File: src/rtl/sort4_pkg.sv
// Shared types and helpers for the nibble bubble-sort sequencer.
package sort4_pkg;

  typedef enum logic [1:0] {
    ST_IDLE = 2'd0,
    ST_SORT = 2'd1,
    ST_DONE = 2'd2
  } state_t;

  // Ascending order exchanges when left is larger; descending when left is smaller.
  function automatic logic swap_select(input logic oa, input logic ob, input logic descend);
    return descend ? ob : oa;
  endfunction

endpackage

File: src/rtl/sort4_cmp.sv
// Unsigned 4-bit magnitude comparator: exactly one of oa/oe/ob is high.
module sort4_cmp (
  input  logic [3:0] a,
  input  logic [3:0] b,
  output logic       oa,
  output logic       oe,
  output logic       ob
);

  assign oa = (a > b);
  assign oe = (a == b);
  assign ob = (a < b);

endmodule

File: src/rtl/sort4_ctrl.sv
// In-place bubble sorter over N nibble entries, one compare-and-swap per clock
// through a single shared comparator, with early exit on a swap-free pass.
module sort4_ctrl
  import sort4_pkg::*;
#(
  parameter int N       = 4,
  parameter int IDX_W   = 2,
  parameter int CNT_W   = 4,
  parameter bit DESCEND = 1'b0
) (
  input  logic             clk,
  input  logic             rst,
  input  logic             load,
  input  logic [IDX_W-1:0] load_idx,
  input  logic [3:0]       load_data,
  input  logic             start,
  output logic             busy,
  output logic             done,
  output logic [CNT_W-1:0] swap_cnt,
  input  logic [IDX_W-1:0] rd_idx,
  output logic [3:0]       rd_data
);

  localparam logic [IDX_W-1:0] PASS_MAX = IDX_W'(N - 2);

  state_t           state_reg, state_next;
  logic [IDX_W-1:0] j_reg, j_next;
  logic [IDX_W-1:0] pass_reg, pass_next;
  logic             swapped_reg, swapped_next;
  logic [CNT_W-1:0] swap_cnt_reg, swap_cnt_next;
  logic [3:0]       entry_reg [N];

  logic [IDX_W-1:0] j_plus1;
  logic [IDX_W-1:0] last_j;
  logic [3:0]       cmp_a, cmp_b;
  logic             cmp_oa, cmp_oe, cmp_ob;
  logic             load_en, swap_en, pass_swapped;

  assign j_plus1 = j_reg + IDX_W'(1);
  assign last_j  = PASS_MAX - pass_reg;
  assign cmp_a   = entry_reg[j_reg];
  assign cmp_b   = entry_reg[j_plus1];
  assign rd_data = entry_reg[rd_idx];
  assign swap_cnt = swap_cnt_reg;

  sort4_cmp u_cmp (
    .a  (cmp_a),
    .b  (cmp_b),
    .oa (cmp_oa),
    .oe (cmp_oe),
    .ob (cmp_ob)
  );

  always_ff @(posedge clk) begin
    if (rst) begin
      state_reg    <= ST_IDLE;
      j_reg        <= '0;
      pass_reg     <= '0;
      swapped_reg  <= 1'b0;
      swap_cnt_reg <= '0;
    end else begin
      state_reg    <= state_next;
      j_reg        <= j_next;
      pass_reg     <= pass_next;
      swapped_reg  <= swapped_next;
      swap_cnt_reg <= swap_cnt_next;
    end
  end

  always_comb begin
    state_next    = state_reg;
    j_next        = j_reg;
    pass_next     = pass_reg;
    swapped_next  = swapped_reg;
    swap_cnt_next = swap_cnt_reg;
    load_en       = 1'b0;
    swap_en       = 1'b0;
    pass_swapped  = swapped_reg;
    busy          = 1'b0;
    done          = 1'b0;
    case (state_reg)
      ST_IDLE: begin
        if (load) begin
          load_en = 1'b1;
        end else if (start) begin
          state_next    = ST_SORT;
          j_next        = '0;
          pass_next     = '0;
          swapped_next  = 1'b0;
          swap_cnt_next = '0;
        end
      end
      ST_SORT: begin
        busy    = 1'b1;
        // Equal pairs never exchange, which keeps the sort stable.
        swap_en = !cmp_oe && swap_select(cmp_oa, cmp_ob, DESCEND);
        if (swap_en) begin
          swap_cnt_next = swap_cnt_reg + CNT_W'(1);
        end
        pass_swapped = swapped_reg | swap_en;
        if (j_reg == last_j) begin
          if (!pass_swapped || pass_reg == PASS_MAX) begin
            state_next   = ST_DONE;
            swapped_next = pass_swapped;
          end else begin
            pass_next    = pass_reg + IDX_W'(1);
            j_next       = '0;
            swapped_next = 1'b0;
          end
        end else begin
          j_next       = j_plus1;
          swapped_next = pass_swapped;
        end
      end
      ST_DONE: begin
        done       = 1'b1;
        state_next = ST_IDLE;
      end
      default: begin
        state_next = ST_IDLE;
      end
    endcase
  end

  // Each entry is written either by the load port or as one half of the active swap pair.
  generate
    for (genvar gi = 0; gi < N; gi++) begin : g_entry
      always_ff @(posedge clk) begin
        if (rst) begin
          entry_reg[gi] <= 4'h0;
        end else if (load_en && load_idx == IDX_W'(gi)) begin
          entry_reg[gi] <= load_data;
        end else if (swap_en && j_reg == IDX_W'(gi)) begin
          entry_reg[gi] <= cmp_b;
        end else if (swap_en && j_plus1 == IDX_W'(gi)) begin
          entry_reg[gi] <= cmp_a;
        end
      end
    end
  endgenerate

endmodule

File: config.mk
export PLATFORM = sky130hd
export DESIGN_NAME = sort4_ctrl
export DESIGN_NICKNAME = d
export VERILOG_FILES = /design/src/rtl/sort4_pkg.sv /design/src/rtl/sort4_cmp.sv /design/src/rtl/sort4_ctrl.sv
export SDC_FILE = /design/constraint.sdc
export NUM_CORES = 1
export LEC_CHECK = 0
export CORE_MARGIN = 2
export CORE_UTILIZATION = 36
export DETAILED_ROUTE_END_ITERATION = 10
export PLACE_DENSITY = 0.57
export SLEW_MARGIN = 20
export SYNTH_ARGS = -nofsm -noshare
export SYNTH_HDL_FRONTEND = slang
export SYNTH_SLANG_ARGS = --single-unit
File: constraint.sdc
create_clock -name clk -period 3 [get_ports clk]
set_clock_uncertainty 0.15 [all_clocks]
set_input_delay 0.6 -clock clk [delete_from_list [all_inputs] [get_ports clk]]
set_output_delay 0.6 -clock clk [all_outputs]
set_load 0.02 [all_outputs]
**Routed metal, one color a layer**

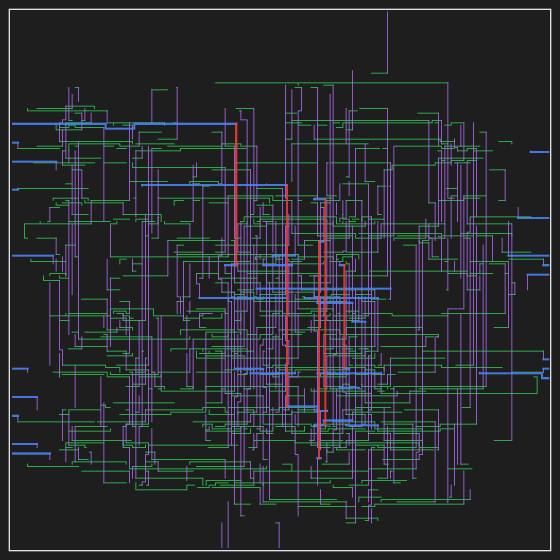
layer	color	wire length
M1	green	2440 um
M4	red	131 um
M3	blue	213 um
M2	purple	2770 um

**Signal metal coverage by tile**

16 x 16 tiles, from black (low) to pale yellow (high), scaled to the fullest tile. Values are wire area over tile area, all layers added.
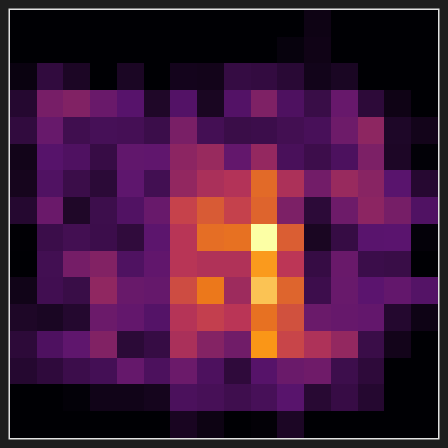
mean over tiles	0.14
emptiest ninth of the die	north-east
densest ninth of the die	center
tiles over half the peak	7.4%
nearly empty tiles	24%
fullest tile	0.72

**M1 wires**

Supply wires on this layer in gray.
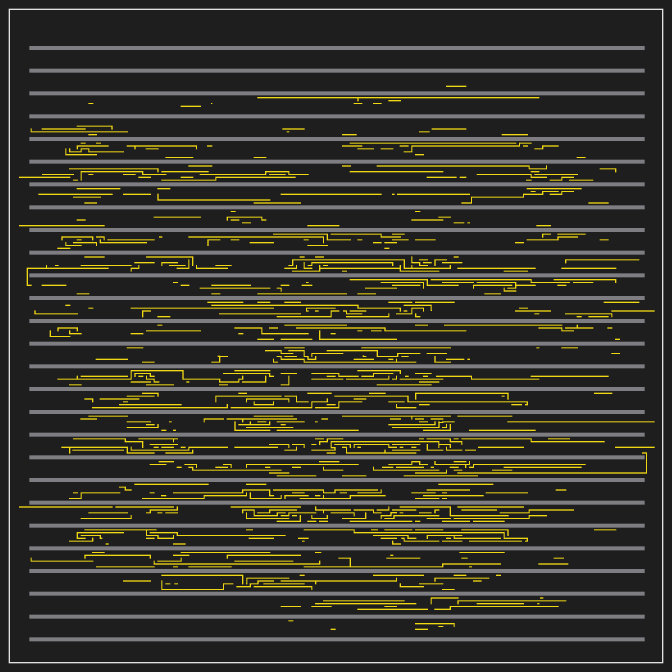
share of all routed wire	44%
main direction	horizontal
wire length on this layer	2440 um
longest straight run	33.6 um
nets with wire on the layer	241

[cell type report]
type                    instances  share of cell area, %
repair buffers                 48                  15.90
clock buffers                   8                  3.357
well taps                      70                  3.263
multi-input cells             148                  47.88
inverters                      13                  1.911
flip-flops and latches         29                  27.69
[cell usage after synthesis (2+ instances only)]
cell type / count
xnor2_1: 2
edfxtp_1: 16
nor2b_1: 3
mux2i_1: 3
nand2_1: 30
a22oi_1: 16
nand3_1: 5
nor2_1: 4
dfxtp_1: 13
o211ai_1: 2
or3_1: 2
ha_1: 12
o21ai_0: 25
inv_1: 13
clkbuf_1: 2
a21oi_1: 7
nor3_1: 2
mux4_2: 12
[report_power, final]
group          leakage, nW  internal (mW)  switching [mW]
clock network       0.0455          0.187           0.150
registers            0.272          0.444          0.0212
logic                0.668          0.193           0.195
[kinds of logic after synthesis]
family | count (synthesis) | share of synthesized area [%]
buffers and inverters | 18 | 4.064
multiplexers | 15 | 15.24
AND-OR/OR-AND | 58 | 18.41
AND/OR/NAND/NOR | 60 | 16.19
adder cells (fa/ha/maj) | 12 | 7.619
flip-flops | 29 | 37.59
XOR/XNOR | 2 | 0.8891
[routing by layer]
metal  wire length, um  global-route usage [%]  part of all wire, %  vias up
met5                 0                       0                    0        -
met4               131                   6.140                  2.4        0
met3               212                   3.721                  3.8       11
met2              2772                   31.72                   50       52
met1              2440                   23.84                   44      860
li1                  -                       -                    -      847
[what timing repair did]
action	CTS	global route
setup buffers	0	8
resized	8	34
pin swaps	1	8
cloned	0	1
hold buffers	0	0
setup endpoints to repair	40	41
[worst max-delay path, delay by kind of cell, from the launching register on]
kind | cells | cell delay (ns)
simple gates | 2 | 0.39
compound gates | 2 | 0.46
flops | 1 | 0.35
buf+inv | 4 | 0.33
mux | 2 | 0.77
fa+ha+maj | 2 | 0.44
==> CHANGELOG.md <==
### Implementation results

- Status: completed
- Synth top area share: 24.38%
- CP required: 3.06 ns
- PnR Total Power: 1.190 mW
- GRT Total Usage: 18.70%
- Yosys stat area: 1971 um2
- Die height: 77.99 um
- Clock Latency Late Sink: 0.29 ns
- Fmax: 338.3 MHz
- R2R depth: 12
- Slowest stage delay, CP: 0.56 ns
- Worst slack at placement: -0.1152 ns
- Flops out of synthesis: 29
- Vias in the first global route: 1690
- Fill cells: 481
- Fp util: 37.86%
- Cell Pwr Density: 443.4 nW/um2
- R2R Path End: pass_reg[0]$_SDFFE_PP0P_
- Largest register FFs: 16
- Global-route wire length before repair: 8769 um
- Slowest CP cell: mux4_2
- Ports: 22
- Final instance area: 2684 um2
- DR iter-0 viols: 238
- Synth Cell Area: 1971 um2
- Async S/R FF share, synth: 0%
- Post-Layout Cell Count: 316
- Clk sinks: 29
- Max cap viols: 0
- Worst setup path endpoint: pass_reg[0]$_SDFFE_PP0P_
- Distinct lib cells used: 43
- Hold Startpoint: pass_reg[1]$_SDFFE_PP0P_
- TritonCTS Buffers: 5
- Placed inst area: 2412 um2
- N_diodes: 0
- Reg-to-Reg Start: j_reg[0]$_SDFFE_PP0N_
- Mapped Nets: 218
- Crit path from: j_reg[0]$_SDFFE_PP0N_
- Via count: 1770
- 1st-pass router iterations: 4
- Hpwl dp: 4143 um
- Peak fanout along the critical path: 5
No activity file was given, so power comes from the tool's default toggle rates.
